**config.mk**
```make
export PLATFORM = sky130hd
export DESIGN_NAME = rr_mux_arb
export DESIGN_NICKNAME = d
export VERILOG_FILES = /design/src/rtl/rr_mux_pkg.sv /design/src/rtl/rr_mux_arb_pick.sv /design/src/rtl/rr_mux_arb.sv
export SDC_FILE = /design/constraint.sdc
export NUM_CORES = 1
export LEC_CHECK = 0
export ABC_CLOCK_PERIOD_IN_PS = 6200
export CAP_MARGIN = 20
export CORE_ASPECT_RATIO = 0.9
export CORE_UTILIZATION = 45
export CTS_BUF_LIST = sky130_fd_sc_hd__clkbuf_16
export CTS_CLUSTER_SIZE = 30
export DETAILED_ROUTE_END_ITERATION = 8
export PLACE_DENSITY = 0.91
export SETUP_SLACK_MARGIN = 0.1
export SKIP_CTS_REPAIR_TIMING = 1
export SYNTH_ARGS = -nofsm -noshare
export SYNTH_HDL_FRONTEND = slang
export SYNTH_SLANG_ARGS = --single-unit
```
**constraint.sdc**
```tcl
create_clock -name Clk -period 6.2 [get_ports Clk]
set_clock_uncertainty 0.2 [all_clocks]
set_input_delay 0.93 -clock Clk [delete_from_list [all_inputs] [get_ports Clk]]
set_output_delay 0.93 -clock Clk [all_outputs]
set_load 0.1 [all_outputs]
```
**src/rtl/rr_mux_pkg.sv**
```systemverilog
// Shared types and helpers for the round-robin arbitrating multiplexer.
// Optional parity output is enabled by defining RR_MUX_PARITY_EN.
package rr_mux_pkg;

  typedef enum logic {
    EMPTY = 1'b0,
    FULL  = 1'b1
  } state_t;

  localparam int MAX_N = 16;

  // Select/index width; a single source still needs one bit.
  function automatic int sel_w(input int n);
    return (n <= 2) ? 1 : $clog2(n);
  endfunction

  function automatic logic [3:0] onehot_to_idx(input logic [MAX_N-1:0] oh);
    logic [3:0] idx;
    idx = '0;
    for (int i = 0; i < MAX_N; i++) begin
      if (oh[i]) idx = idx | 4'(i);
    end
    return idx;
  endfunction

endpackage

```
**src/rtl/rr_mux_arb_pick.sv**
```systemverilog
// Combinational rotating-priority encoder: first requester at or after ptr,
// wrapping through N-1 back to 0.
module rr_pick
  import rr_mux_pkg::*;
#(
  parameter int N  = 4,
  parameter int SW = sel_w(N)
) (
  input  logic [N-1:0]  req,
  input  logic [SW-1:0] ptr,
  output logic [SW-1:0] g,
  output logic          found,
  output logic [N-1:0]  onehot
);

  logic [SW-1:0]    idx;
  logic [MAX_N-1:0] oh_ext;

  always_comb begin
    onehot = '0;
    found  = 1'b0;
    idx    = '0;
    for (int k = 0; k < N; k++) begin
      idx = SW'((int'(ptr) + k) % N);
      if (!found && req[idx]) begin
        found       = 1'b1;
        onehot[idx] = 1'b1;
      end
    end
    oh_ext         = '0;
    oh_ext[N-1:0]  = onehot;
    g              = SW'(onehot_to_idx(oh_ext));
  end

endmodule

```
**src/rtl/rr_mux_arb.sv**
```systemverilog
// Round-robin arbitrating mux with a registered output word and valid/ready
// handshake. Define RR_MUX_PARITY_EN to add the registered Y_par output.
module rr_mux_arb
  import rr_mux_pkg::*;
#(
  parameter  int N  = 4,
  parameter  int W  = 8,
  localparam int SW = sel_w(N)
) (
  input  logic            Clk,
  input  logic            Rst_n,
  input  logic [N-1:0]    Req,
  input  logic [N*W-1:0]  D,
  output logic [N-1:0]    Ack,
  output logic [SW-1:0]   Sel,
  output logic [W-1:0]    Y,
  output logic            Y_valid,
  input  logic            Y_ready
`ifdef RR_MUX_PARITY_EN
  ,
  output logic            Y_par
`endif
);

  state_t        state_p1, state_nxt;
  logic [SW-1:0] ptr_p1;
  logic [SW-1:0] g;
  logic          found;
  logic [N-1:0]  onehot;
  logic          ld;
  logic [SW-1:0] ptr_nxt;
  logic [W-1:0]  d_sel;

  rr_pick #(.N(N), .SW(SW)) u_pick (
    .req    (Req),
    .ptr    (ptr_p1),
    .g      (g),
    .found  (found),
    .onehot (onehot)
  );

  assign Y_valid = (state_p1 == FULL);
  // A load may proceed whenever the output slot is free or being drained now.
  assign ld      = (!Y_valid || Y_ready) && found;
  assign Ack     = (ld && Rst_n) ? onehot : '0;
  assign d_sel   = D[int'(g)*W +: W];
  assign ptr_nxt = (int'(g) == N-1) ? '0 : g + 1'b1;

  always_comb begin
    state_nxt = state_p1;
    case (state_p1)
      EMPTY:   if (ld) state_nxt = FULL;
      FULL:    if (ld) state_nxt = FULL;
               else if (Y_ready) state_nxt = EMPTY;
      default: state_nxt = EMPTY;
    endcase
  end

  always_ff @(posedge Clk or negedge Rst_n) begin
    if (!Rst_n) state_p1 <= EMPTY;
    else        state_p1 <= state_nxt;
  end

  // Output register stage: word, select and pointer move only on a grant.
  always_ff @(posedge Clk or negedge Rst_n) begin
    if (!Rst_n) begin
      Y      <= '0;
      Sel    <= '0;
      ptr_p1 <= '0;
    end else if (ld) begin
      Y      <= d_sel;
      Sel    <= g;
      ptr_p1 <= ptr_nxt;
    end
  end

`ifdef RR_MUX_PARITY_EN
  always_ff @(posedge Clk or negedge Rst_n) begin
    if (!Rst_n)  Y_par <= 1'b0;
    else if (ld) Y_par <= ^d_sel;
  end
`endif

endmodule

```
==> images/io_fan.png <==
(6 px per um)
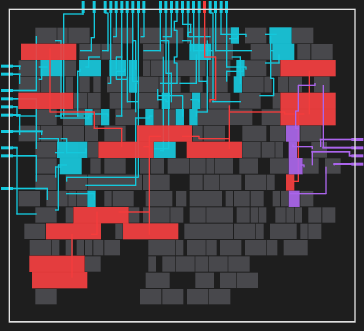
| colour | port | bits | direction | edge | end cells | buffers | wire |
|---|---|---|---|---|---|---|---|
| red | Rst_n | 1 | input | top | 14 | 1 | 129 um |
| cyan | D | 32 | input | 22 top, 10 left | 24 | 32 | 585 um |
| purple | Ack | 4 | output | right | 4 | 4 | 60.4 um |

==> images/layer_met2.png <==
(6 px per um)
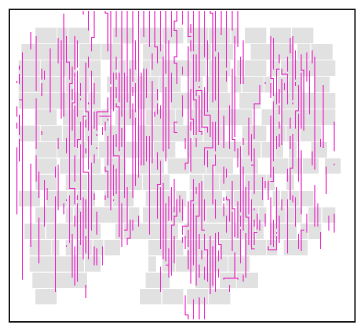
wire length on this layer: 1890 um
main direction: vertical
longest straight run: 37.7 um

==> images/clocks.png <==
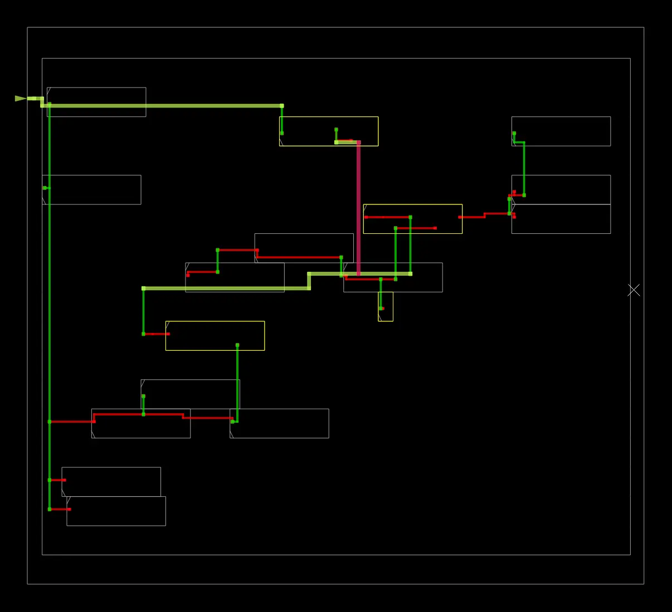
insertion delay at the late pin of the worst-skew pair: 0.25 ns
number of sinks handled by clock tree synthesis: 13

==> images/wires.png <==
(10 px per um) Two of the layers only.
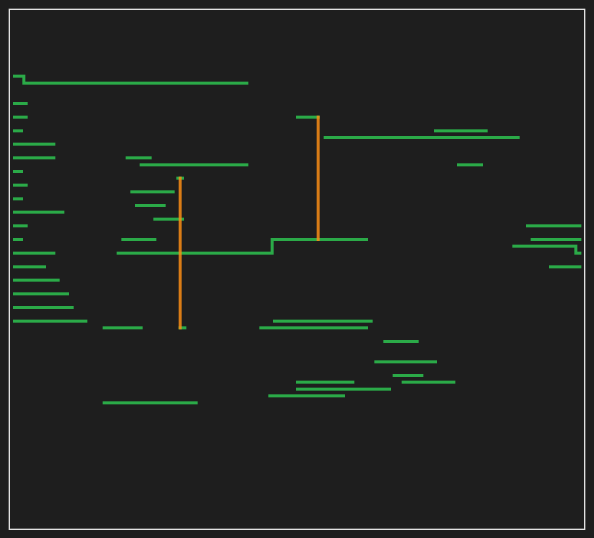
| colour | layer | wire length |
|---|---|---|
| green | metal 3 | 247 um |
| orange | metal 4 | 27.2 um |

==> images/detail.png <==
Region (33, 29) to (53, 49) um. Cells in grey, sequential cells in the stronger grey; small squares are vias.
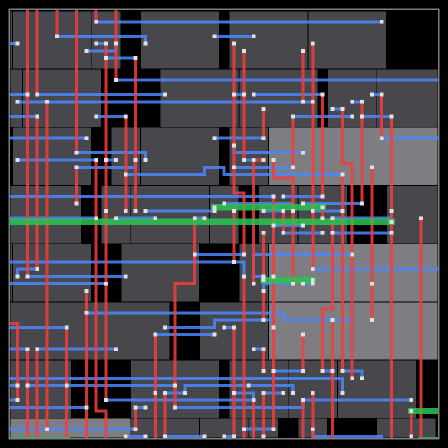
| colour | layer |
|---|---|
| green | metal 3 |
| blue | metal 1 |
| red | metal 2 |
netlist names of flops here include: Y (2), ptr_p1 (1)
sequential cells in the window: 3
most frequent: clkdlybuf4s50_1 (11), mux2i_1 (5)
cells with their middle in the window: 34

==> summary.txt <==
Results of the full flow below.

Run status:
- The run finished, with violations left.
- The checks that failed: design-rule violations.

Routing:
- The run gives the routed via count as ~1400.
- After detailed routing, no signal wire sits above met4.
- For this block, wires on met1 add up to 1510 um.
- The run puts the number of violations reported at the end of detailed-routing iteration 0 at ~84.
- The run puts the via count normalized by instance count at 5.90.
- The run puts the total length of routed met2 wires at 1890 um.
- In the post-route report, total wirelength is listed as between 3000 and 4000 um.
- The run gives the count of antenna-violating nets left after detailed routing as 0.
- The routed design uses about 250 um of met3 wire.
- The run gives the average detailed-routed wire length per instance as 15.8 um.
- For this run, design rule violations remaining after detail routing come to 1.

Synthesis:
- The run puts the combined area of all synthesized cells at roughly 1200 um^2.
- The synthesized design contains 0 enable-type register cells.
- The run puts the parity-gate share of the synthesized area counting xor and xnor cells at 0.00705.
- The run puts the net count of the mapped netlist at a little under 200.
- Yosys reports that the most numerous cell types are 21 x sky130_fd_sc_hd__nand2_1, 20 x sky130_fd_sc_hd__mux2i_1, 20 x sky130_fd_sc_hd__nor2_1.
- The run gives the number of warning messages in the yosys log as 0.
- The run gives the largest area contributor in the synthesized netlist as sky130_fd_sc_hd__dfrtp_1.
- For reference, the top cells by area after synthesis are sky130_fd_sc_hd__dfrtp_1 26%, sky130_fd_sc_hd__mux2i_1 16%, sky130_fd_sc_hd__nand2_1 6.3%.
- The run gives the area fraction in mux cells as 0.197.
- Yosys reported a register bit count of 13.
- The run puts the adder and majority gate portion of the synthesized area at 0.0604.
- Grouping non-sequential cells by family puts the most area in simple AND/OR/NAND/NOR gates.
- After synthesis, the chip area reported by Yosys is roughly 1200 um^2.
- The run puts the fraction of synthesis flops using an asynchronous set or reset pin at 1.00.
- The run puts the proportion of synthesized chip area in sequential cells at 0.262.
- The run gives the area fraction in compound gates after synthesis as 0.192.
- Looking at the cell usage after synthesis, the top flip-flop cell is sky130_fd_sc_hd__dfrtp_1.
- The run puts the proportion of netlist area held by the largest area contributor at 0.262.
- The run gives the synthesized-area fraction occupied by and/or/nand/nor cells as 0.240.
- The most common cell in the synthesized netlist is sky130_fd_sc_hd__nand2_1.

Setup path:
- The largest single stage delay on the critical path is 0.61 ns.
- The run gives the largest fanout of any net on the critical path as 8.
- The kind of cell with the highest combined delay along the critical path is buffers and inverters.
- The run gives the type of element launching the critical path as an input pin.
- Listed in order, past its start point the critical path passes clkdlybuf4s50_1 -> or3b_1 -> a2111oi_0 -> or3_1 -> o2bb2ai_1 -> nor2b_1 -> buf_4.
- The largest individual stage delay along the critical path comes from the cell sky130_fd_sc_hd__clkdlybuf4s50_1.
- In this run the critical register-to-register path is launched from ptr_p1[0]$_DFFE_PN0P_.
- The run puts the buffer-and-inverter tally for the worst setup path at 2.
- The run gives the destination of the worst register-to-register timing path as Y[6]$_DFFE_PN0P_.
- STA classifies the critical path endpoint as an output port.
- The run puts the internal reg-to-reg setup slack at between 2 and 3 ns.
- The run puts the data arrival at the endpoint of the critical path at 3.33 ns.

Pwr:
- The flow reports power dissipated in sequential cells as 165 uW.
- The run puts the switching power at approximately 650 uW.
- The run puts the power in combinational cells at approximately 870 uW.
- The run puts the power in the clock group at 122 uW.
- The run puts the power per standard cell area at between 600 and 700 nW/um^2.
- Of the total power, the clock network draws 0.106.
- The run gives the power share of the sequential group as 0.143.
- The run gives the sum of internal, switching and leakage power as approximately 1200 uW.
- The run puts the worst IR drop on VDD at 0.346 mV.
- Of all power groups, the one with the highest power is combinational cells.
- For this design the static power due to leakage is 0.000831 uW.
- The run gives the internal power as 498 uW.

Final layout:
- The run gives the largest register by flop count as Y.
- The run gives the count of nets after finishing as approximately 250.
- The run gives the area taken by flip-flops and latches as 325 um^2.
- Of all the cell area in the finished design, non-clock buffers hold 0.288.
- In the layout the commonest cells are 49 x sky130_fd_sc_hd__clkdlybuf4s50_1, 21 x sky130_fd_sc_hd__nand2_1, 20 x sky130_fd_sc_hd__mux2i_1, 20 x sky130_fd_sc_hd__nor2_1, 13 x sky130_fd_sc_hd__dfrtp_1.
- In the final layout, excluding clock inverters the inverter count is 5.
- The run gives the post-route cell area as roughly 1900 um^2.
- The run gives the total of clock buffers placed in the layout as 3.
- The registers reported with the highest flop counts are Y: 8 flops, Sel: 2 flops, ptr_p1: 2 flops.
- The area growth from synthesis to layout is 49.6%.
- The run gives the share of the core filled with cells as 0.735.
- Per the layout area report, the combinational gate area comes to between 800 and 900 um^2.
- In the final layout, the share of cells above drive strength 1 is 0.0735.
- The run puts the antenna diode count at 0.

Die:
- The run gives the initial core utilization as 0.491.
- The run puts the x dimension of the die at between 50 and 60 um.
- The run puts the number of tap instances at 28.
- The run puts the core footprint at 2530 um^2.
- In this run the vertical extent of the chip is 51.9 um.
- Pin placement for this block handled about 54 I/O pins.
- The floorplan has 17 rows.
- The chip occupies roughly 3000 um^2.

GRT:
- met2 is the most crowded layer.
- In the global route stage, met3 resource usage came out at 0.0473.
- The run puts the largest net degree at the start of global routing at 20.
- The run gives the initial antenna violation count as 0.
- The run puts the via count of the first global-routing pass at around 1200.
- The run gives the aggregate global routing overflow as 0.
- The global routing report lists met1 layer usage as 0.337.
- The run puts the met2 usage in global routing at 0.432.

Clock tree:
- On the worst setup and hold paths after CTS, the clock-pin slew comes to 0.04 ns.
- In this run the clock root is driven by a sky130_fd_sc_hd__clkbuf_16.
- The run puts the maximum clock insertion buffer count at 2.
- TritonCTS built the clock tree.

Hold path:
- In this run the most critical hold path is launched from Sel[1]$_DFFE_PN0P_.
- The min-delay analysis places its worst path in the category flop to flop.
- The worst hold path terminates at Sel[1]$_DFFE_PN0P_.
- The run puts the cell depth of the worst hold path at 2.

Run:
- The tool warning count for the run is 31.
- The run puts the max-capacitance violation count at 0.

Final timing:
- The run puts the setup total negative slack at 0 ns.
- The run gives the final hold violation count as 0.
- Per the final report, max-transition violations number 0.
- In the final report, the number of endpoints failing setup comes to 0.
- The run gives the final critical-path setup slack as approximately 1.7 ns.
- The run puts the clock period minus worst slack at around 4.5 ns.

Place:
- The run puts the half-perimeter wire length after placement at 2790 um.
- In this run, placement finished with an instance count of ~230.
- In this run the cell area measured after placement is between 1500 and 2000 um^2.
- The run puts the worst setup slack after placement at between 1.5 and 2 ns.
- The run gives the number of port buffers as roughly 53.
Power figures rest on the tool's default switching activity, not on a simulated workload.
